**config.mk**
```make
export PLATFORM = sky130hd
export DESIGN_NAME = reg_bus_master
export DESIGN_NICKNAME = d
export VERILOG_FILES = /design/src/rtl/reg_bus_master.sv
export SDC_FILE = /design/constraint.sdc
export NUM_CORES = 1
export LEC_CHECK = 0
export CORE_UTILIZATION = 42
export DETAILED_ROUTE_END_ITERATION = 10
export GPL_TIMING_DRIVEN = 0
export PLACE_DENSITY = 0.82
export SLEW_MARGIN = 30
export SYNTH_ARGS = -nofsm -noshare
export SYNTH_HDL_FRONTEND = slang
export SYNTH_SLANG_ARGS = --single-unit
export TNS_END_PERCENT = 30
```
**constraint.sdc**
```tcl
create_clock -name sysclk -period 2.05 [get_ports sysclk]
set_clock_uncertainty 0.1 [all_clocks]
set_input_delay 0.3075 -clock sysclk [delete_from_list [all_inputs] [get_ports sysclk]]
set_output_delay 0.3075 -clock sysclk [all_outputs]
set_load 0.03 [all_outputs]
```
**src/rtl/reg_bus_master.sv**
```systemverilog
// ============================================================================
// Module      : reg_bus_master
// Description : Host-side initiator for the board register bus. Accepts
//               quadlet read/write commands, drives the register-file
//               address/data/strobe lines, captures read data after a fixed
//               latency and returns it over a valid/ready response channel.
//               Optional macro REG_MASTER_BURST_EN enables multi-beat reads
//               (cmd_len+1 beats at incrementing addresses).
// Revision    : 1.0 - initial release
// ============================================================================
`default_nettype none

module reg_bus_master #(
    parameter int unsigned READ_LAT = 2   // legal range 1..7
) (
    input  logic        sysclk,
    input  logic        reset,            // synchronous, active low
    input  logic        cmd_valid,
    output logic        cmd_ready,
    input  logic        cmd_write,
    input  logic [15:0] cmd_addr,
    input  logic [31:0] cmd_wdata,
    input  logic [3:0]  cmd_len,
    output logic        rsp_valid,
    input  logic        rsp_ready,
    output logic [31:0] rsp_data,
    output logic [15:0] rsp_addr,
    output logic        rsp_last,
    output logic [15:0] reg_raddr,
    output logic [15:0] reg_waddr,
    output logic [31:0] reg_wdata,
    output logic        reg_wen,
    input  logic [31:0] reg_rdata,
    output logic        busy
);

    typedef enum logic [2:0] {
        S_IDLE  = 3'd0,
        S_WRITE = 3'd1,
        S_WGAP  = 3'd2,
        S_RADDR = 3'd3,
        S_RWAIT = 3'd4,
        S_RESP  = 3'd5
    } state_t;

    localparam logic [2:0] C_LAT_LOAD = 3'(READ_LAT - 1);

    state_t      r_state;
    state_t      w_state_nxt;
    logic [2:0]  r_lat_cnt;
    logic [2:0]  w_lat_dec;
    logic        w_accept;
    logic        w_capture;
    logic        w_rsp_fire;
    logic        w_more;
    logic [15:0] r_raddr;
    logic [15:0] r_waddr;
    logic [31:0] r_wdata;
    logic [15:0] r_rsp_addr;
    logic [31:0] r_rsp_data;

`ifdef REG_MASTER_BURST_EN
    // Beats still to be issued after the current one.
    logic [3:0]  r_beats_left;
    assign w_more = (r_beats_left != 4'd0);
`else
    // Single-beat reads only: the burst length field has no effect.
    logic        w_unused_len;
    assign w_unused_len = ^cmd_len;
    assign w_more       = 1'b0;
`endif

    assign w_lat_dec = r_lat_cnt - 3'd1;

    // Next-state and handshake decode.
    always_comb begin
        w_state_nxt = r_state;
        w_accept    = 1'b0;
        w_capture   = 1'b0;
        w_rsp_fire  = 1'b0;
        case (r_state)
            S_IDLE: begin
                if (cmd_valid) begin
                    w_accept    = 1'b1;
                    w_state_nxt = cmd_write ? S_WRITE : S_RADDR;
                end
            end
            S_WRITE: w_state_nxt = S_WGAP;
            S_WGAP:  w_state_nxt = S_IDLE;
            S_RADDR: begin
                // A one-cycle latency leaves no room for a wait cycle, so the
                // data is taken directly while the address is presented.
                if (READ_LAT == 1) begin
                    w_capture   = 1'b1;
                    w_state_nxt = S_RESP;
                end else begin
                    w_state_nxt = S_RWAIT;
                end
            end
            S_RWAIT: begin
                if (w_lat_dec == 3'd0) begin
                    w_capture   = 1'b1;
                    w_state_nxt = S_RESP;
                end
            end
            S_RESP: begin
                if (rsp_ready) begin
                    w_rsp_fire  = 1'b1;
                    w_state_nxt = w_more ? S_RADDR : S_IDLE;
                end
            end
            default: w_state_nxt = S_IDLE;
        endcase
    end

    // State register.
    always_ff @(posedge sysclk) begin
        if (!reset) begin
            r_state <= S_IDLE;
        end else begin
            r_state <= w_state_nxt;
        end
    end

    // Command latch, latency counter, read address stepping and capture.
    always_ff @(posedge sysclk) begin
        if (!reset) begin
            r_raddr      <= 16'h0000;
            r_waddr      <= 16'h0000;
            r_wdata      <= 32'h0000_0000;
            r_rsp_addr   <= 16'h0000;
            r_rsp_data   <= 32'h0000_0000;
            r_lat_cnt    <= 3'd0;
`ifdef REG_MASTER_BURST_EN
            r_beats_left <= 4'd0;
`endif
        end else begin
            if (w_accept) begin
                if (cmd_write) begin
                    r_waddr <= cmd_addr;
                    r_wdata <= cmd_wdata;
                end else begin
                    r_raddr <= cmd_addr;
`ifdef REG_MASTER_BURST_EN
                    r_beats_left <= cmd_len;
`endif
                end
            end

            if (r_state == S_RADDR) begin
                r_lat_cnt <= C_LAT_LOAD;
            end else if (r_state == S_RWAIT) begin
                r_lat_cnt <= w_lat_dec;
            end

            if (w_capture) begin
                r_rsp_data <= reg_rdata;
                r_rsp_addr <= r_raddr;
            end

            // Next beat address wraps modulo 2^16.
            if (w_rsp_fire && w_more) begin
                r_raddr <= r_raddr + 16'd1;
`ifdef REG_MASTER_BURST_EN
                r_beats_left <= r_beats_left - 4'd1;
`endif
            end
        end
    end

    assign cmd_ready = (r_state == S_IDLE) & reset;
    assign busy      = (r_state != S_IDLE);
    assign reg_wen   = (r_state == S_WRITE);
    assign rsp_valid = (r_state == S_RESP);
    assign rsp_last  = (r_state == S_RESP) & ~w_more;
    assign rsp_data  = r_rsp_data;
    assign rsp_addr  = r_rsp_addr;
    assign reg_raddr = r_raddr;
    assign reg_waddr = r_waddr;
    assign reg_wdata = r_wdata;

endmodule

`default_nettype wire

```
### Where the registers sit, run 1

Drawn at 4 px/µm. Other sequential cells in the stronger grey, the rest of the logic in the fainter grey.
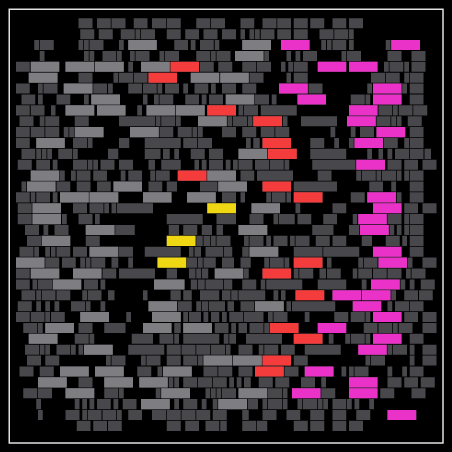
Magenta stands for `rsp_data`, placed flops 32, where a vertical strip on the right. Yellow stands for `r_lat_cnt`, placed flops 3. Red stands for `rsp_addr`, placed flops 16.
Another 67 sequential cells are not coloured.
seq pwr: 2410 µW
FF+latch area: 0.00236 mm²
Final Util: 68.8%
sequential cell area share: 31.6%

### Signal wires by layer, run 1

Drawn at 4 px/µm. Only two layers are drawn.
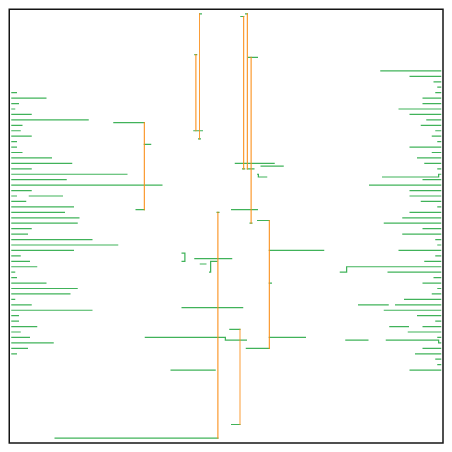
Green stands for M3, wire length 971 µm. Orange stands for M4, wire length 303 µm.

### Routing congestion, run 1

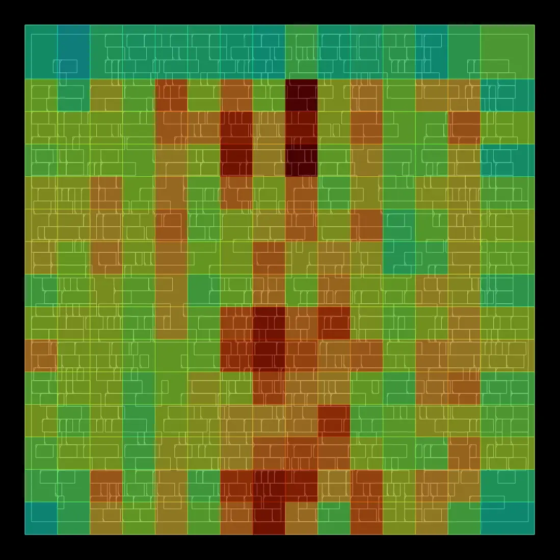
wire length per cell: 15.0 µm
GR peak layer: met2
GR Layer Usage met2: 40.0%
GR Util met1: 24.8%
gr usage total: 22.7%

### Metal 4, run 1

Drawn at 4 px/µm. Supply wires on this layer in grey.
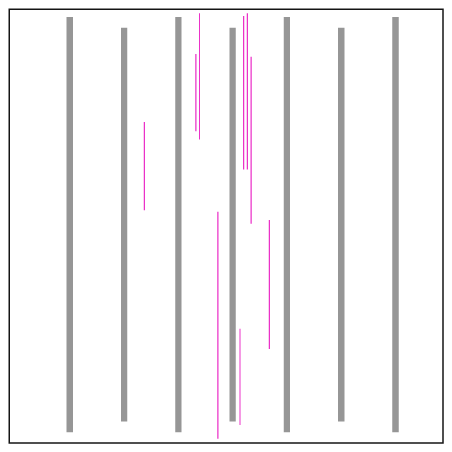
The layer holds 2.3% of the routed length. The layer carries 303 µm of wire.
WL final: 13,100 µm
Via Count: 4,231

==> impl_metrics.env, run 1 <==
# flow metrics
export IMPL_ys_cells=502
export IMPL_p_switching_uw=1420
export IMPL_min_period_ns=1.98
export IMPL_tightestPinTransition_ns=0.609
export IMPL_hold_class="in2reg"
export IMPL_num_rows=38
export IMPL_die_h_um=108
export IMPL_globalRouteOverflowTotal=0
export IMPL_timing_max_cap_violations=0
export IMPL_grt_pass1_wl_um=20400
export IMPL_status="finished clean"
export IMPL_finalMaxSlewViolations=0
export IMPL_cts_buffer_depth=2
export IMPL_rsz0062_at_grt="true"
export IMPL_syn_area_mm2=0.00472
export IMPL_yosysUniqueCellTypes=31
export IMPL_seqPwrFrac_pct=39.5
export IMPL_syn_nets=593
export IMPL_grt_max_degree=17
export IMPL_postSynthCellCount=502
export IMPL_numPortBuffers=200
export IMPL_common_cells="nand2_1 (195), dfxtp_1 (118), mux2i_1 (112)"
export IMPL_yosysTopAreaCellShare_pct=50.0
export IMPL_path_class="reg2out"
export IMPL_ys_area_mm2=0.00472
export IMPL_pwr_share_comb_pct=13.1
export IMPL_antenna_found_initial=0
export IMPL_power_density_mw_per_mm2=815
export IMPL_arrival_ns=1.57
export IMPL_warnings=33
export IMPL_diodes=0
export IMPL_hpwl_um=9880
export IMPL_vias_per_cell=4.85
export IMPL_first_iter_violations=220
export IMPL_yosysWarnings=0
export IMPL_crit_fanout=10
export IMPL_crit_path_end_kind="output pin"
export IMPL_finalHoldViolCount=0
export IMPL_yosysSeqAreaShare_pct=50.0
export IMPL_switching_share_pct=23.3
export IMPL_ant_nets=0
export IMPL_clock_sinks=118
export IMPL_start_kind="flip-flop"
export IMPL_p_clk_share_pct=47.4
export IMPL_topCellsByArea="dfxtp_1 (50%), mux2i_1 (24%), nand2_1 (15%)"
export IMPL_final_nets=812
run 1: final cells by class:
cell class | count | area (µm²) | area share (%)
Buffer | 39 | 274 | 3.66
Clock buffer | 22 | 463 | 6.18
Tap cell | 140 | 175 | 2.34
Multi-Input combinational cell | 340 | 2090 | 27.9
Timing Repair Buffer | 200 | 1980 | 26.4
Sequential cell | 118 | 2360 | 31.6
Inverter | 5 | 18.8 | 0.251
Clock inverter | 9 | 125 | 1.67
run 1: worst paths after layout:
kind	from	endpoint	slack (ns)	cells past startpoint
worst max-delay path	r_state[0]	cmd_ready	0.07	5
worst min-delay path	cmd_wdata[12]	reg_wdata[12]	0.26	3
worst max register to register	r_lat_cnt[0]	rsp_addr[1]	0.10	8
worst min register to register	reg_waddr[11]	reg_waddr[11]	0.35	2
run 1: layer usage:
| layer | vias to the layer above | global-route usage [%] | share of wire (%) |
|---|---|---|---|
| met2 | 162 | 40.0 | 48 |
| li1 | 2075 | - | - |
| met5 | - | 0 | 0 |
| met1 | 1972 | 24.8 | 42 |
| met4 | 0 | 9.78 | 2.3 |
| met3 | 22 | 7.41 | 7.4 |
run 1: per-stage QoR:
stage | instance area (µm²) | std cells | power (µW) | worst slack, ns | hold slack (ns)
final | 7490 | 873 | 6100 | 0.0707 | 0.260
after floorplan | 4730 | 502 | 2870 | 0.238 | 0.350
after global placement | 6910 | 842 | 3240 | -0.137 | 0.341
after global routing | 7490 | 873 | 6340 | -0.0323 | 0.242
after detailed placement | 6910 | 842 | 3260 | -0.151 | 0.346
after CTS | 7510 | 873 | 6160 | -0.0714 | 0.237
run 1: kinds of logic after synthesis:
logic type                 share of synthesized area (%)
and+or+nand+nor                                     17.7
DFF                                                 50.0
muxes                                               23.7
buffers and inverters                               5.99
AOI/OAI and AO/OA                                   1.80
adders and majority gates                          0.530
xor gates and xnor gates                           0.185
run 1: registers in the layout (all words and copies together), names as in the netlist:
| name | flops |
|---|---|
| r_state | 3 |
| reg_wdata | 32 |
| r_lat_cnt | 3 |
| reg_raddr | 16 |
| rsp_data | 32 |
| rsp_addr | 16 |
| reg_waddr | 16 |
run 1: power by group through the flow:
stage / clock (µW) / sequential [µW] / combinational, µW
after global placement: 0 / 2450 / 786
after global routing: 3080 / 2420 / 849
after CTS: 2950 / 2410 / 805
after floorplan: 0 / 2590 / 281
final: 2890 / 2410 / 798
after detailed placement: 0 / 2460 / 801
run 1: repair_timing:
action	CTS	global route
pin swaps	0	0
cloned	0	0
resized	19	7
endpoints found under the setup margin	5	5
run 1: placed cells by master (no fill, tap or decap), types with 2 or more instances in the layout:
master	instances
and3_1	2
nor3_1	2
nor2b_1	2
bufinv_16	3
buf_6	3
a21oi_1	6
clkbuf_2	2
clkinvlp_4	2
dfxtp_1	117
o21ai_0	2
buf_2	7
clkbuf_1	21
clkdlybuf4s50_1	195
ha_1	2
nor2_1	3
inv_1	5
mux2i_1	112
clkbuf_8	5
buf_4	7
buf_8	3
buf_12	2
nand2_1	195
clkinv_2	4
clkbuf_16	16
run 1: critical path, cell delays in order (launching register included):
cell,delay (ns)
dfxtp_1,0.29
buf_4,0.16
nor3_2,0.19
inv_1,0.10
nor2_1,0.12
buf_2,0.21
## Run 2: what changed since run 1
- CORE_ASPECT_RATIO: unset -> 2
### Signal wires by layer, run 2

Drawn at 4 px/µm. Only two layers are drawn.
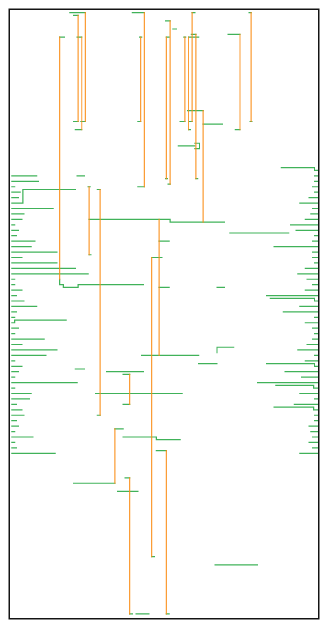
Green stands for M3, wire length 706 µm. Orange stands for M4, wire length 743 µm.

### Metal 4, run 2

Drawn at 4 px/µm. Supply wires on this layer in grey.
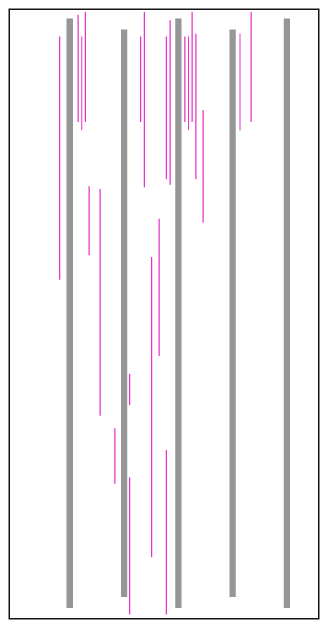
The wires run mostly vertical. The layer holds 5.3% of the routed length.

==> run 2 against run 1 <==
Synthesized cell count unchanged. Non-clock buffer count unchanged. Cell count increased by 0.11%. Worst setup slack got worse by 0.0075 ns.
==> impl_metrics.env, run 2 <==
# flow metrics
export IMPL_diodes=0
export IMPL_vias_per_cell=4.94
export IMPL_syn_area_mm2=0.00472
export IMPL_crit_path_end_kind="output pin"
export IMPL_clock_sinks=118
export IMPL_start_kind="flip-flop"
export IMPL_p_clk_share_pct=47.1
export IMPL_status="finished clean"
export IMPL_finalMaxSlewViolations=0
export IMPL_fin_util_pct=68.4
export IMPL_postSynthCellCount=502
export IMPL_hold_class="reg2reg"
export IMPL_setup_slack_ns=0.0632
export IMPL_globalRouteOverflowTotal=0
export IMPL_tightestPinTransition_ns=0.620
export IMPL_cts_buffer_depth=2
export IMPL_yosysWarnings=0
export IMPL_switching_share_pct=25.0
export IMPL_finalPower_uw=6080
export IMPL_min_period_ns=1.99
export IMPL_wl_per_cell_um=16.0
export IMPL_final_nets=812
### M1 wires, run 2

Drawn at 4 px/µm. Supply wires on this layer in grey. Cells faint in the background.
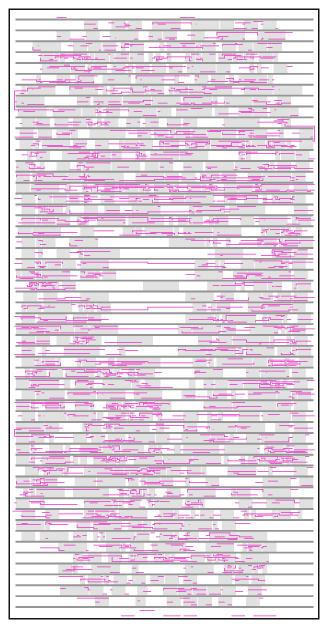
The longest straight run is 36.8 µm. The wires run mostly horizontal. The layer carries 4,880 µm of wire.

run 2: stage by stage:
step | cell area, µm² | TNS, ns | instances
6_report | 7480 | 0 | 874
5_1_grt | 7480 | 0 | 874
4_1_cts | 7480 | 0 | 874
3_5_place_dp | 6910 | -0.440 | 842
3_3_place_gp | 6910 | -0.227 | 842
2_1_floorplan | 4730 | 0 | 502
run 2: worst paths after layout:
| kind | endpoint | slack (ns) | cells after the start |
|---|---|---|---|
| min reg2reg | reg_waddr[10] | 0.36 | 2 |
| max | reg_wen | 0.06 | 4 |
| min | reg_waddr[10] | 0.36 | 2 |
| max reg2reg | rsp_addr[13] | 0.12 | 8 |
run 2: power groups by stage:
stage	sequential [µW]	combinational (µW)	clock, µW
final	2410	807	2860
after global routing	2420	856	3030
after CTS	2410	808	2910
after detailed placement	2460	804	0
after global placement	2450	788	0
after floorplan	2590	281	0
run 2: layout make-up:
cell class,count,area (µm²)
Inverter,5,18.8
Sequential cell,118,2360
Tap cell,140,175
Timing Repair Buffer,200,1990
Buffer,39,268
Clock buffer,19,443
Fill cell,913,3460
Multi-Input combinational cell,340,2100
Clock inverter,13,131
run 2: kinds of logic (layout without fill, tap and decap cells):
family	Yosys count	after routing	share of synthesized area (%)
AND/OR/NAND/NOR	211	211	17.7
buffers and inverters	44	276	5.99
AND-OR/OR-AND	14	14	1.80
XOR/XNOR	1	1	0.185
flip-flops	118	118	50.0
multiplexers	112	112	23.7
adder cells (fa/ha/maj)	2	2	0.530
run 2: critical path, stage by stage, from the launching register on:
cell	delay [ns]
dfxtp_1	0.30
buf_4	0.17
inv_1	0.12
nor3_1	0.14
dlygate4sd2_1	0.44
run 2: timing repair:
item,in CTS,in global routing
endpoints found under the hold margin,0,0
resized,13,4
setup endpoints to repair,5,22
run 2: routing by layer:
layer | global-route usage, % | up-vias | part of all wire, % | wire length, µm
li1 | - | 2075 | - | -
met1 | 22.4 | 2004 | 35 | 4880
met2 | 46.6 | 187 | 55 | 7670
met3 | 5.59 | 50 | 5.0 | 706
met4 | 15.7 | 0 | 5.3 | 742
met5 | 0 | - | 0 | 0
No activity file was given, so power comes from the tool's default toggle rates.
